## src/rtl/rram_core_ofifo_arbiter.sv

```systemverilog
// Shares one output FIFO among NUM_CORE controller cores: per-core 2-entry skid buffers drained by a
// round-robin arbiter that tags each word with its source core. Optional counters: RRAM_OFIFO_ARB_CNT_EN.
module rram_core_ofifo_arbiter #(
  parameter int NUM_CORE      = 4,
  parameter int DATAOUT_WIDTH = 64,
  parameter int CNT_WIDTH     = 16
) (
  input  logic                              CLK,
  input  logic                              reset_n,
  input  logic [NUM_CORE-1:0]               push_n_core,
  input  logic [NUM_CORE*DATAOUT_WIDTH-1:0] din_core,
  output logic [NUM_CORE-1:0]               full_core,
  output logic [NUM_CORE-1:0]               ovf_core,
  output logic                              push_n_oFIFO,
  output logic [DATAOUT_WIDTH-1:0]          din_oFIFO,
  output logic [$clog2(NUM_CORE)-1:0]       tag_oFIFO,
  input  logic                              full_oFIFO,
  output logic [NUM_CORE*CNT_WIDTH-1:0]     fwd_cnt
);

  localparam int TW = $clog2(NUM_CORE);
  localparam logic [TW:0] NC = (TW+1)'(NUM_CORE);

  logic [NUM_CORE-1:0][1:0]      r_cnt;
  logic [NUM_CORE-1:0]           r_full;
  logic [NUM_CORE-1:0]           r_ovf;
  logic [NUM_CORE-1:0]           r_wp;
  logic [NUM_CORE-1:0]           r_rp;
  logic [TW-1:0]                 r_last;
  logic [DATAOUT_WIDTH-1:0]      r_mem [NUM_CORE][2];

  logic [NUM_CORE-1:0]           w_valid;
  logic [NUM_CORE-1:0]           w_acc;
  logic [NUM_CORE-1:0]           w_pop;
  logic [NUM_CORE-1:0][1:0]      w_cnt_nxt;
  logic [DATAOUT_WIDTH-1:0]      w_head [NUM_CORE];
  logic                          w_any;
  logic                          w_xfer;
  logic [TW-1:0]                 w_gnt;
  logic [TW:0]                   w_idx;

  always_comb begin
    for (int i = 0; i < NUM_CORE; i++) begin
      w_valid[i] = (r_cnt[i] != 2'd0);
      w_acc[i]   = !push_n_core[i] && !r_full[i];
      w_head[i]  = r_mem[i][r_rp[i]];
    end
  end

  // Round-robin search starting just after the last granted core
  always_comb begin
    w_any = 1'b0;
    w_gnt = '0;
    w_idx = '0;
    for (int k = 1; k <= NUM_CORE; k++) begin
      w_idx = {1'b0, r_last} + (TW+1)'(k);
      if (w_idx >= NC) w_idx = w_idx - NC;
      if (!w_any && w_valid[w_idx[TW-1:0]]) begin
        w_any = 1'b1;
        w_gnt = w_idx[TW-1:0];
      end
    end
  end

  assign w_xfer = w_any && !full_oFIFO;

  always_comb begin
    for (int i = 0; i < NUM_CORE; i++) begin
      w_pop[i] = w_xfer && (w_gnt == TW'(i));
      case ({w_acc[i], w_pop[i]})
        2'b10:   w_cnt_nxt[i] = r_cnt[i] + 2'd1;
        2'b01:   w_cnt_nxt[i] = r_cnt[i] - 2'd1;
        default: w_cnt_nxt[i] = r_cnt[i];
      endcase
    end
  end

  always_ff @(posedge CLK or negedge reset_n) begin
    if (!reset_n) begin
      r_cnt  <= '0;
      r_full <= '0;
      r_ovf  <= '0;
      r_wp   <= '0;
      r_rp   <= '0;
      r_last <= TW'(NUM_CORE-1);
    end else begin
      for (int i = 0; i < NUM_CORE; i++) begin
        r_cnt[i]  <= w_cnt_nxt[i];
        r_full[i] <= (w_cnt_nxt[i] == 2'd2);
        if (!push_n_core[i] && r_full[i]) r_ovf[i] <= 1'b1;
        if (w_acc[i]) r_wp[i] <= ~r_wp[i];
        if (w_pop[i]) r_rp[i] <= ~r_rp[i];
      end
      if (w_xfer) r_last <= w_gnt;
    end
  end

  // Storage carries no reset: counts and pointers alone decide what is visible
  always_ff @(posedge CLK) begin
    for (int i = 0; i < NUM_CORE; i++) begin
      if (w_acc[i]) r_mem[i][r_wp[i]] <= din_core[i*DATAOUT_WIDTH +: DATAOUT_WIDTH];
    end
  end

`ifdef RRAM_OFIFO_ARB_CNT_EN
  logic [NUM_CORE-1:0][CNT_WIDTH-1:0] r_fwd;

  always_ff @(posedge CLK or negedge reset_n) begin
    if (!reset_n) begin
      r_fwd <= '0;
    end else begin
      for (int i = 0; i < NUM_CORE; i++) begin
        if (w_pop[i] && (r_fwd[i] != '1)) r_fwd[i] <= r_fwd[i] + CNT_WIDTH'(1);
      end
    end
  end

  assign fwd_cnt = r_fwd;
`else
  assign fwd_cnt = '0;
`endif

  assign full_core    = r_full;
  assign ovf_core     = r_ovf;
  assign push_n_oFIFO = !w_xfer;
  assign din_oFIFO    = w_any ? w_head[w_gnt] : '0;
  assign tag_oFIFO    = w_any ? w_gnt : '0;

endmodule

```

## config.mk

```make
export PLATFORM = sky130hd
export DESIGN_NAME = rram_core_ofifo_arbiter
export DESIGN_NICKNAME = d
export VERILOG_FILES = /design/src/rtl/rram_core_ofifo_arbiter.sv
export SDC_FILE = /design/constraint.sdc
export NUM_CORES = 1
export LEC_CHECK = 0
export ABC_AREA = 1
export CAP_MARGIN = 10
export CORE_UTILIZATION = 50
export DETAILED_ROUTE_END_ITERATION = 12
export GPL_TIMING_DRIVEN = 0
export PLACE_DENSITY = 0.84
export SYNTH_ARGS = -nofsm -noshare
export SYNTH_HDL_FRONTEND = slang
export SYNTH_SLANG_ARGS = --single-unit
```

## constraint.sdc

```tcl
create_clock -name CLK -period 4.9 [get_ports CLK]
set_clock_uncertainty 0.15 [all_clocks]
set_input_delay 0.98 -clock CLK [delete_from_list [all_inputs] [get_ports CLK]]
set_output_delay 0.98 -clock CLK [all_outputs]
set_load 0.01 [all_outputs]
```

==> impl_metrics.json, run 1 <==
{
  "combinationalPower_w": 0.0132,
  "dp.cells": 2634,
  "slowest_delay_ns": 0.55,
  "period_needed_ns": 4.769,
  "crit_required_ns": 3.77,
  "cts_num_sinks": 538,
  "clockRootBuffer": "clkbuf_16",
  "violations": "design-rule violations",
  "r2r-end": "full_core[3]",
  "top_logic_kind": "simple AND/OR/NAND/NOR gates",
  "clock_power_share_pct": 17.1,
  "cpMostUsedCell": "nand3_1",
  "holdPathStages": 1,
  "cts_buffers": 54,
  "comb_area_sq_um": 5559,
  "cp.depth": 16,
  "critPathCapture": "din_oFIFO[18]",
  "die_h_um": 213.4,
  "slew_headroom_pct": 25.59,
  "grt_start_max_net_pins": 30,
  "min_period_over_period_pct": 97.33,
  "warnings": 26,
  "async_flop_share_pct": 4.833,
  "p_int_w": 0.01373,
  "pre_cts_ws_ns": 0.4484,
  "status": "complete, but fails checks",
  "nWellTaps": 592,
  "max_freq_mhz": 209.7,
  "die_x_um": 213.4,
  "inverters": 32,
  "grt.busiest_layer": "met2",
  "largest_reg_flops": 512,
  "antenna_found_initial": 10,
  "hpwlAfterDp_mm": 43.89,
  "setup.worst_path.class": "reg2out",
  "reg2reg_depth": 18,
  "hold_end": "ovf_core[3]",
  "maxCapViolCount": 0,
  "worstSetupStartpoint": "r_last[0]",
  "yosys_most_used_dff": "edfxtp_1",
  "wl_met2_mm": 31.37,
  "clock_area_share_pct": 5.959,
  "rows": 77,
  "power_w": 0.02374,
  "pg_clk_w": 0.00406,
  "vias": 14920,
  "routed_via_density": 5.440,
  "seq_power_share_pct": 27.3,
  "ant_nets": 0,
  "layout.cells.non_filler": 2743,
  "io_pins": 402,
  "met3_length_mm": 5.330,
  "yosys.area_share.simple_pct": 12.43,
  "power_frac_comb_pct": 55.6,
  "nFillCells": 3131,
  "final.setup.worst_slack_ns": 0.1307,
  "syn_area_sq_um": 22340,
  "largest_class": "flip-flops and latches",
  "ys_ff": 538,
  "clk_pin_slew_worst_paths_ns": 0.06,
  "edf_count": 512,
  "p_switching_w": 0.01001,
  "crit_path_end_kind": "primary output",
  "regArea_sq_um": 16030,
  "core-area_sq_um": 44120,
  "portBuffers": 337,
  "nNetsFinal": 2370,
  "cts_max_level": 2,
  "drc": 2,
  "syn_inst": 1626,
  "grt_pass1_vias": 14990,
  "setup_viol": 0,
  "tightest_slew_ns": 1.116,
  "nClkBuffers": 65,
  "cp_slowest_cell": "clkdlybuf4s50_1",
  "grt_use_total_pct": 27.12,
  "mostFrequentLayoutCells": "512 x edfxtp_1, 320 x clkdlybuf4s50_1, 312 x nand2_1",
  "drive_gt1_share_pct": 11.20,
  "routed_wirelength_mm": 62.33,
  "yosys_cells": 1626,
  "grt_pass1_wl_mm": 89.33,
  "rrSetupSlack_ns": 1.48,
  "nonClkBufAreaFrac_pct": 16.42,
  "design_area_sq_um": 28960,
  "slew_violations": 0,
  "cp_top_family": "buffers and inverters",
  "synthMuxAreaShare_pct": 9.282,
  "rr_startpoint": "r_last[0]",
  "ys_sh_adder_pct": 0.2241,
  "hold_viol_final": 0,
  "hold_start": "ovf_core[3]",
  "p_sw_share_pct": 42.16,
  "leakagePower_nw": 11.39,
  "cts_buffer_depth": 3,
  "worstSkewPairLatency_ns": 0.59
}
run 1: Yosys cell counts (6+ instances only):
cell | n | area share (%)
a21oi_1 | 6 | 0.13
xor2_1 | 10 | 0.39
dfrtp_1 | 24 | 2.7
buf_2 | 22 | 0.49
clkbuf_1 | 42 | 0.71
nor2_1 | 116 | 1.9
buf_4 | 67 | 2.3
buf_6 | 13 | 0.66
o21ai_1 | 11 | 0.25
nand4_1 | 26 | 0.73
edfxtp_1 | 512 | 69
nand3_1 | 175 | 3.9
nand2_1 | 313 | 5.3
o21ai_0 | 19 | 0.43
inv_1 | 24 | 0.40
mux2i_1 | 206 | 9.2
run 1: timing repair:
action / CTS / global route
pin swaps: 1 / 1
buffers inserted: 3 / 1
hold buffers: 0 / 0
endpoints found under the setup margin: 54 / 57
resized: 5 / 37
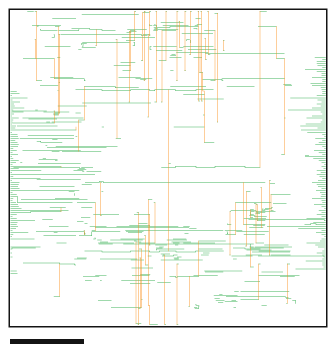
(run_1/metal_stack.png)
Bar = 50 um. Two of the layers only.
[orange] met4 | wire length: 2,360 um
[green] met3 | wire length: 5,330 um

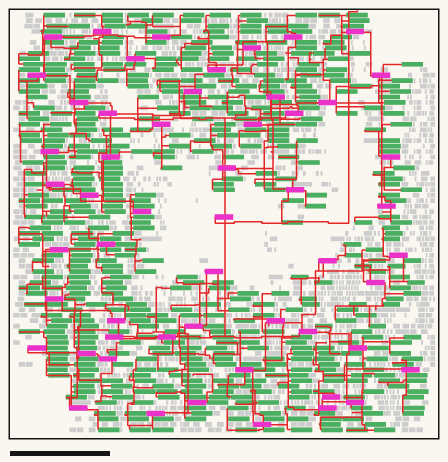
(run_1/clock_map.png)
Bar = 50 um.
[green] flip-flops | count: 538
[red] clock wires | length: 5,880 um
[magenta] cells driving clock nets | count: 54
routed clock nets: 55

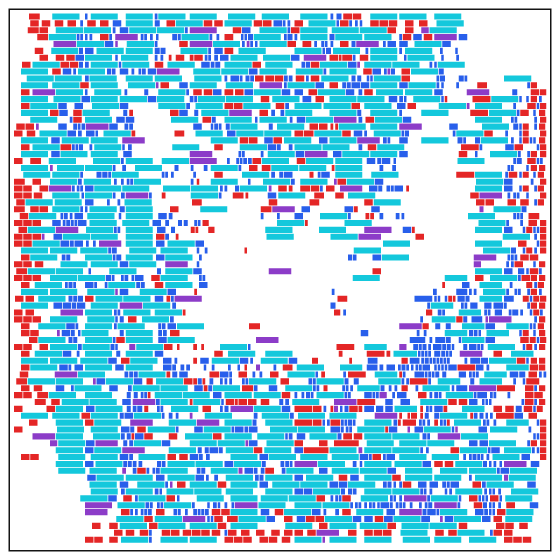
(run_1/cell_classes.png)
[cyan] flip-flops | cells: 538 | share of their area: 57%
[red] other buffers and delay cells | cells: 505 | share of their area: 17%
[blue] all other logic | cells: 1,004 | share of their area: 20%
[purple] clock drivers and dummy loads | cells: 96 | share of their area: 6.1%

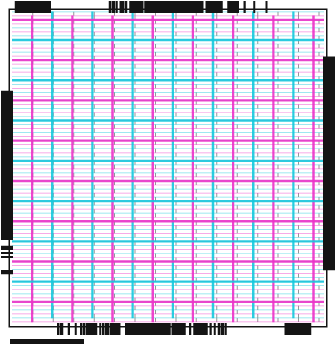
(run_1/pdn.png)
Bar = 50 um. Pins as bars on the die edge. Tap cells in gray.
[cyan] VDD
[magenta] VSS
tap cells: 592
met4 straps: 15
signal pins: 402
rows: 77
met1 rails: 78

## Run 2: what changed since run 1
--- a/config.mk
+++ b/config.mk
@@ -5,12 +5,14 @@
 export SDC_FILE = /design/constraint.sdc
 export NUM_CORES = 1
 export LEC_CHECK = 0
-export ABC_AREA = 1
+export ABC_AREA = 0
 export CAP_MARGIN = 10
 export CORE_UTILIZATION = 50
 export DETAILED_ROUTE_END_ITERATION = 12
 export GPL_TIMING_DRIVEN = 0
 export PLACE_DENSITY = 0.84
+export SKIP_LAST_GASP = 1
 export SYNTH_ARGS = -nofsm -noshare
 export SYNTH_HDL_FRONTEND = slang
 export SYNTH_SLANG_ARGS = --single-unit
+export TNS_END_PERCENT = 50
==> run 2 against run 1 <==
The flow now finishes without violations. Synthesized cell count fell by 24%. First-iteration DRC count is 44% lower. Sequential power increased by 0.6%. Count of clock-buffer cells in the layout increased by 1. Hold slack lost 0.081 ns. Area after synthesis decreased by 2.0%. Die area is 2.0% lower. Register-to-register slack better by 0.60 ns. Wire length is 8.2% lower. Critical path type unchanged.
==> impl_metrics.json, run 2 <==
{
  "ant_nets": 0,
  "rrSetupSlack_ns": 2.08,
  "vias": 12540,
  "min_period_over_period_pct": 93.91,
  "area_leaders": "edfxtp_1 70%, mux2i_1 16%, dfrtp_1 2.7%",
  "power_w": 0.02051,
  "layout.cells.non_filler": 2343,
  "cts_hold_buf": 0,
  "met2_usage_pct": 43.80,
  "portBuffers": 337,
  "grt_pass1_vias": 13450,
  "antenna_found_initial": 12,
  "warnings": 26,
  "seq_power_share_pct": 31.7,
  "leakagePower_nw": 10.83,
  "yosys_cells": 1234,
  "crit_required_ns": 3.77,
  "rr_startpoint": "r_last[1]",
  "start_kind": "register",
  "comb_area_sq_um": 5239,
  "hold_viol_final": 0,
  "dr.pass1.iters": 5,
  "inverters": 10,
  "met3_length_mm": 4.392,
  "maxCapViolCount": 0,
  "grt_pass1_wl_mm": 82.02,
  "critPathCapture": "din_oFIFO[12]",
  "io_pins": 402,
  "power_frac_comb_pct": 47.9,
  "largest_class": "flip-flops and latches",
  "cts_tree": "built",
  "edf_count": 512,
  "setup_viol": 0,
  "r2r-end": "full_core[1]",
  "final.setup.worst_slack_ns": 0.2983,
  "setup.worst_path.class": "reg2out",
  "xor_share_pct": 0.8000,
  "syn_area_sq_um": 21900,
  "p_switching_w": 0.007359,
  "regArea_sq_um": 16030,
  "rsz0062_at_grt": "false",
  "drt_iter0_drc": 836,
  "die_x_um": 211.3,
  "yosys.area_share.simple_pct": 2.217,
  "ys_sh_adder_pct": 0.2286,
  "fp_util_pct": 50.72,
  "yosys_warnings": 0,
  "yosys.area.top_type_share_pct": 70.22,
  "hpwlAfterDp_mm": 39.24,
  "min_path_type": "in2async",
  "pre_cts_ws_ns": 0.9431,
  "clk_pin_slew_worst_paths_ns": 0.06,
  "grt_start_max_net_pins": 27,
  "top_area_cell": "edfxtp_1",
  "status": "completed",
  "p_int_w": 0.01315,
  "period_needed_ns": 4.602,
  "max_freq_mhz": 217.3,
  "nNetsFinal": 1974,
  "reg2reg_depth": 10,
  "worstSetupStartpoint": "r_rp[2]",
  "ys_ff": 538,
  "netlist_top_cells_count": "512 x edfxtp_1, 348 x mux2i_1, 73 x nand2_1",
  "cts_max_level": 2,
  "tightest_slew_ns": 1.154,
  "cts_buffer_depth": 3,
  "post_cts_buffers": 0,
  "largest_reg_flops": 512,
  "synthMuxAreaShare_pct": 15.91,
  "drc": 0,
  "p_sw_share_pct": 35.87,
  "placed_area_sq_um": 26670,
  "slew_headroom_pct": 23.03,
  "clock_power_share_pct": 20.4,
  "async_flop_share_pct": 4.833,
  "slew_violations": 0,
  "syn_inst": 1234,
  "combinationalPower_w": 0.00982,
  "ctsResizeCount": 0,
  "nFillCells": 2950,
  "grt.busiest_layer": "met2",
  "crit_path_end_kind": "primary output",
  "synth.most_common_cell": "edfxtp_1",
  "drive_gt1_share_pct": 12.57,
  "die_h_um": 211.3,
  "dp.cells": 2237,
  "diodes": 8,
  "clockRootBuffer": "clkbuf_16",
  "lay_top_count": "edfxtp_1",
  "yosys_most_used_dff": "edfxtp_1",
  "mostFrequentLayoutCells": "512 x edfxtp_1, 348 x mux2i_1, 336 x clkdlybuf4s50_1",
  "nonClkBufAreaFrac_pct": 16.26,
  "maxPowerGroup": "combinational cells",
  "wl_met2_mm": 28.82,
  "nWellTaps": 585,
  "clock_area_share_pct": 6.238,
  "seq-power_w": 0.00651,
  "wl_per_cell_um": 24.41,
  "routed_via_density": 5.352,
  "top_logic_kind": "multiplexers"
}
==> run 2: cell types whose count changed after synthesis, moves of 8 or more <==
| cell | change |
|---|---|
| nor2_1 | -101 |
| clkbuf_1 | -17 |
| o21ai_1 | -11 |
| mux2i_1 | +142 |
| buf_2 | -11 |
| o21ai_0 | -18 |
| nand4_1 | -26 |
| nand2_1 | -240 |
| nand3_1 | -175 |
| a32o_1 | +36 |
| xnor2_1 | +8 |
| a22o_1 | +28 |
| inv_1 | -16 |
==> run 2: worst max-delay path, cell delays in order, from the launching register on <==
cell,delay (ns)
dfrtp_1,0.40
buf_2,0.51
clkbuf_1,0.82
mux2i_1,0.19
mux2i_1,0.20
a22o_1,0.15
clkdlybuf4s50_1,0.60
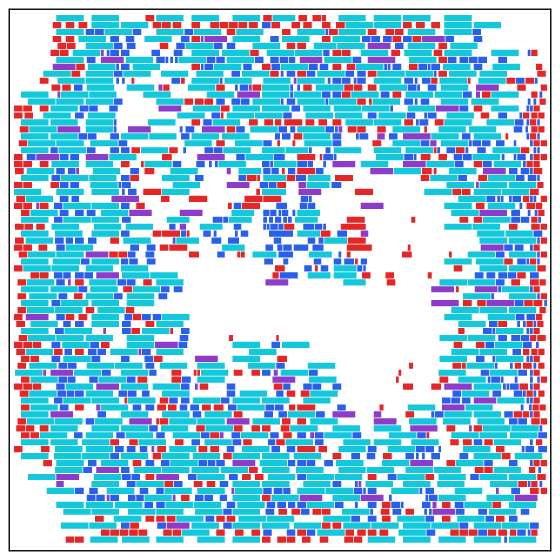
(run_2/cell_classes.png)
# rows: 76
cell area after layout: 28,460 sq um
Core ar.: 43,170 sq um
final core occ: 65.93%
flop share of the area: 56.31%

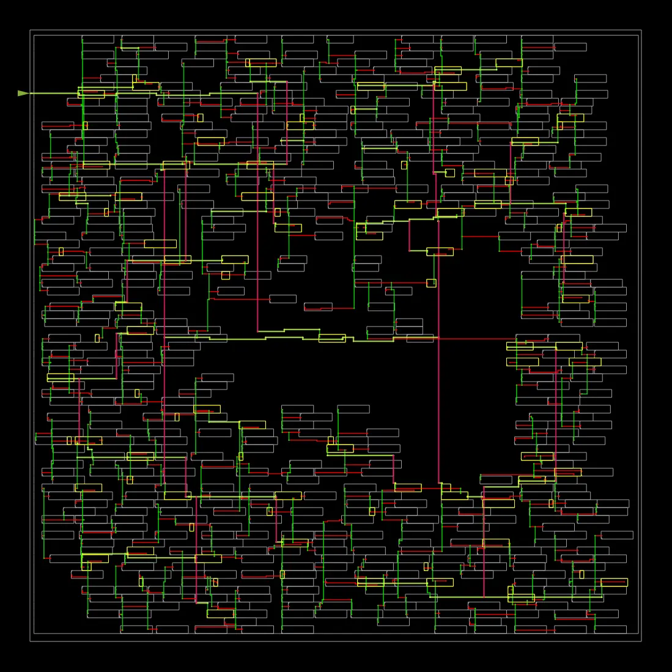
(run_2/final_clocks.png)
final-layout clock buffer total: 66
Num CTS Buffers: 53
latest clock arrival within the worst-skew pair: 0.59 ns
P_clk: 0.00418 W
clk sink count: 538

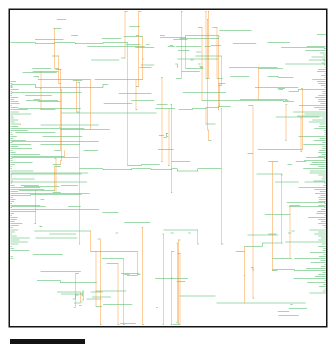
(run_2/metal_stack.png)
Bar = 50 um. Two of the layers only.
final wirelength: 57.19 mm
total track usage: 25.47%

Power figures rest on the tool's default switching activity, not on a simulated workload.
